File: config.mk
export PLATFORM = sky130hd
export DESIGN_NAME = display_scan_mux
export DESIGN_NICKNAME = d
export VERILOG_FILES = /design/src/rtl/display_scan_mux.sv
export SDC_FILE = /design/constraint.sdc
export NUM_CORES = 1
export LEC_CHECK = 0
export ABC_AREA = 0
export CAP_MARGIN = 20
export CORE_MARGIN = 3
export CORE_UTILIZATION = 46
export CTS_CLUSTER_DIAMETER = 40
export CTS_CLUSTER_SIZE = 8
export DETAILED_ROUTE_END_ITERATION = 12
export GPL_ROUTABILITY_DRIVEN = 1
export PLACE_DENSITY = 0.74
export SETUP_SLACK_MARGIN = 0.4
export SLEW_MARGIN = 20
export SYNTH_ARGS = -nofsm -noshare
export SYNTH_HDL_FRONTEND = slang
export SYNTH_SLANG_ARGS = --single-unit
File: constraint.sdc
create_clock -name clk_in -period 6.9 [get_ports clk_in]
set_input_delay 1.38 -clock clk_in [delete_from_list [all_inputs] [get_ports clk_in]]
set_output_delay 1.38 -clock clk_in [all_outputs]
set_load 0.03 [all_outputs]
File: src/rtl/display_scan_mux.sv
// Time-multiplexed digit scanner: walks NUM_DIGITS slots of PRESCALE cycles each,
// showing a frame-coherent snapshot of game_status with optional dead time per slot.
module display_scan_mux #(
  parameter int NUM_DIGITS   = 4,
  parameter int DIGIT_W      = 3,
  parameter int PRESCALE     = 1000,
  parameter int BLANK_CYCLES = 2
) (
  input  logic                          clk_in,
  input  logic                          reset,
  input  logic                          en,
  input  logic [NUM_DIGITS*DIGIT_W-1:0] game_status,
  output logic [NUM_DIGITS-1:0]         digit_select,
  output logic [DIGIT_W-1:0]            seven_seg,
  output logic                          frame_done
);

  localparam int CNT_W = (PRESCALE > 1) ? $clog2(PRESCALE) : 1;
  localparam int IDX_W = (NUM_DIGITS > 1) ? $clog2(NUM_DIGITS) : 1;

  localparam logic [CNT_W-1:0] PRE_LAST = CNT_W'(PRESCALE - 1);
  localparam logic [IDX_W-1:0] IDX_LAST = IDX_W'(NUM_DIGITS - 1);

  logic [CNT_W-1:0]              pre_cnt_q, pre_cnt_d;
  logic [IDX_W-1:0]              idx_q, idx_d;
  logic [NUM_DIGITS*DIGIT_W-1:0] shadow_q, shadow_d;
  logic [NUM_DIGITS-1:0]         digit_select_q, digit_select_d;
  logic [DIGIT_W-1:0]            seven_seg_q, seven_seg_d;
  logic                          frame_done_q, frame_done_d;
  logic                          slot_end, frame_end;

  always_comb begin
    // NOTE: every variable gets a default before any branch so no latch is inferred.
    pre_cnt_d      = pre_cnt_q;
    idx_d          = idx_q;
    shadow_d       = shadow_q;
    frame_done_d   = 1'b0;
    digit_select_d = '1;
    seven_seg_d    = '0;

    slot_end  = (pre_cnt_q == PRE_LAST);
    frame_end = slot_end && (idx_q == IDX_LAST);

    if (en) begin
      pre_cnt_d = slot_end ? '0 : pre_cnt_q + 1'b1;
      if (slot_end) begin
        idx_d = (idx_q == IDX_LAST) ? '0 : idx_q + 1'b1;
      end
      if (frame_end) begin
        shadow_d     = game_status;
        frame_done_d = 1'b1;
      end
    end

    // Outputs are decoded from next state so the registered copies line up with pre_cnt/idx.
    for (int i = 0; i < NUM_DIGITS; i++) begin
      if (idx_d == IDX_W'(i)) begin
        seven_seg_d = shadow_d[i*DIGIT_W +: DIGIT_W];
        if (en && (int'(pre_cnt_d) >= BLANK_CYCLES)) begin
          digit_select_d[i] = 1'b0;
        end
      end
    end
  end

  always_ff @(posedge clk_in or negedge reset) begin
    if (!reset) begin
      // Parking the counters at their last value makes the first enabled edge start a frame.
      pre_cnt_q      <= PRE_LAST;
      idx_q          <= IDX_LAST;
      // NOTE: the shadow is a plain register bank, so it is reset like any other state.
      shadow_q       <= '0;
      digit_select_q <= '1;
      seven_seg_q    <= '0;
      frame_done_q   <= 1'b0;
    end else begin
      // NOTE: non-blocking assignments keep every flop sampling pre-edge values.
      pre_cnt_q      <= pre_cnt_d;
      idx_q          <= idx_d;
      shadow_q       <= shadow_d;
      digit_select_q <= digit_select_d;
      seven_seg_q    <= seven_seg_d;
      frame_done_q   <= frame_done_d;
    end
  end

  assign digit_select = digit_select_q;
  assign seven_seg    = seven_seg_q;
  assign frame_done   = frame_done_q;

endmodule

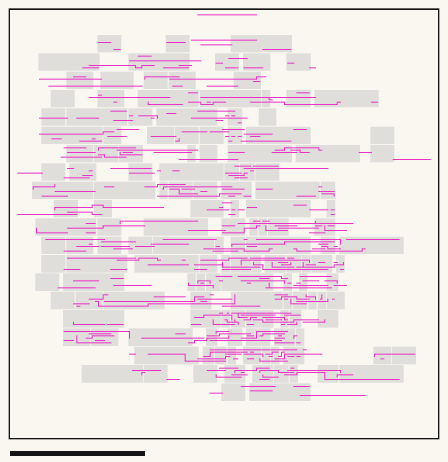
**Above:** signal wires on met1.
Bar = 20 µm. Cells faint in the background.
wire length on this layer = 1270 µm
main direction = horizontal

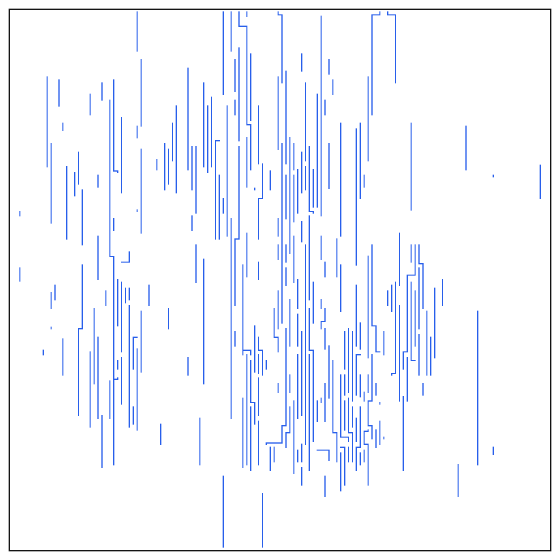
**Above:** the metal 2 layer.
longest straight run = 24.5 µm
wire length on this layer = 1400 µm
main direction = vertical
nets with wire on the layer = 146
share of all routed wire = 49%

==> run summary <==
Synthesis and place-and-route results.

- The run finished with clean final reports.
- The leakage power in the latest report is 0.832 nW.
- The number of top-level pins is 23.
- The critical path runs through a total of 6 cells.
- The initial core utilization is 49.0%.
- The clock tree synthesis step divided the H-tree into 2 levels.
- OpenSTA lists the critical path endpoint as seven_seg[2].
- The synthesis report lists the Yosys warning total as 0.
- The number of nets with antenna violations after routing is 0.
- The worst min-delay path class is reg -> reg.
- Using the TritonRoute via totals, the vias-per-cell ratio works out to 5.35.
- The share of the synthesized area in the top cell type is 29.7%.
- The worst-path maximum fanout is 9.
- The maximum vdd ir drop is 0.140 mV.
- The net switching power in the latest report is 0.138 mW.
- On the critical path, the stage with the largest delay is an instance of sky130_fd_sc_hd__mux2i_2.
- In the global route stage, overall resource usage came out at 15.5%.
- Cells with a size suffix above 1 make up 25.5% of the layout.
- The net count of the mapped netlist is 139.
- The data required time at the worst endpoint is 7.10 ns.
- The die area is 0.00403 mm².
- In the Yosys stats the netlist draws on 29 distinct library cells.
- The core region is 0.00310 mm².
- The clock tree has to reach 32 sinks.
- The number of global-route vias before repair is 1052.
- The critical hold path startpoint is shadow_q[8].
- The routed design shows a wire length per standard cell of 14.9 µm.
- After technology mapping, the gate count stands at 122.
- According to the floorplan log, the row count is 20.
- After global routing the overflow that remains totals 0.
- The overall via count from detail_route is 1032.
- Per the log, the first TritonRoute iteration ended with a DRC count of 40.
- The type of the setup path with the least slack is in -> reg.
- The area added between synthesis and finish is 20.1%.
- Measured against its own limit, the worst slew margin works out to 45.7%.
- Clock-pin slew was measured on the worst setup and hold paths at 0.10 ns.
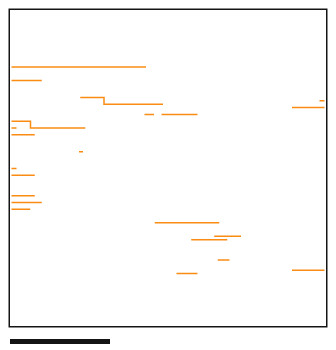
**Above:** metal 3.
Bar = 20 µm.
nets with wire on the layer = 17
share of all routed wire = 4.9%

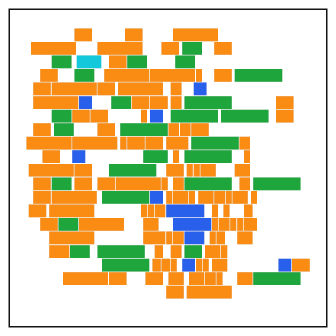
**Above:** drive-strength map.
_6 and larger -> cyan  # cells 1, share 0.67%
_2 cells -> green  # cells 27, share 18%
_3 and _4 cells -> blue  # cells 10, share 6.7%
_0 and _1 cells -> orange  # cells 111, share 74%

-- through the flow --
step / cell area [µm²] / hold WS (ns) / cells / setup slack, ns / utilization [%]
6_report: 1820 / 0.510 / 193 / 3.32 / 58.8
5_1_grt: 1820 / 0.529 / 193 / 3.20 / 58.8
4_1_cts: 1820 / 0.514 / 193 / 3.34 / 58.8
3_5_place_dp: 1760 / 0.490 / 185 / 2.97 / 56.8
3_3_place_gp: 1760 / 0.475 / 185 / 3.09 / 56.8
2_1_floorplan: 1520 / 0.454 / 122 / 3.84 / -
-- logic make-up after synthesis --
logic type                 count (synthesis)  share of synthesized area, %
AOI/OAI and AO/OA                          6                          2.97
DFF                                       32                          53.9
buffers and inverters                      9                          3.87
and+or+nand+nor                           40                          15.4
xor gates and xnor gates                   9                          5.19
adders and majority gates                  2                          1.65
muxes                                     24                          17.1
-- power by group through the flow --
stage	clock, mW	sequential [mW]	combinational, mW
after floorplan	0	0.238	0.0646
after global placement	0	0.246	0.0777
after detailed placement	0	0.247	0.0802
after CTS	0.120	0.244	0.0809
after global routing	0.131	0.249	0.0904
final	0.117	0.245	0.0806
-- layout make-up --
| type | count | area (µm²) |
|---|---|---|
| Fill cell | 268 | 1280 |
| Sequential cell | 32 | 818 |
| Multi-Input combinational cell | 81 | 642 |
| Timing Repair Buffer | 23 | 228 |
| Clock buffer | 7 | 55.1 |
| Tap cell | 44 | 55.1 |
| Inverter | 5 | 18.8 |
| Clock inverter | 1 | 7.51 |
-- per-layer routing --
layer	vias to the layer above	track usage, %	routed length [µm]
met5	-	0	0
met4	0	7.01	60
met3	8	4.99	142
met2	25	24.1	1400
met1	513	19.5	1270
li1	486	-	-
-- state kept, by name, indices dropped and copies added, names as in the netlist --
register,cells
idx_q,2
seven_seg,3
shadow_q,12
pre_cnt_q,10
frame_done,1
digit_select,4
Power is estimated from default activity; no workload was simulated.
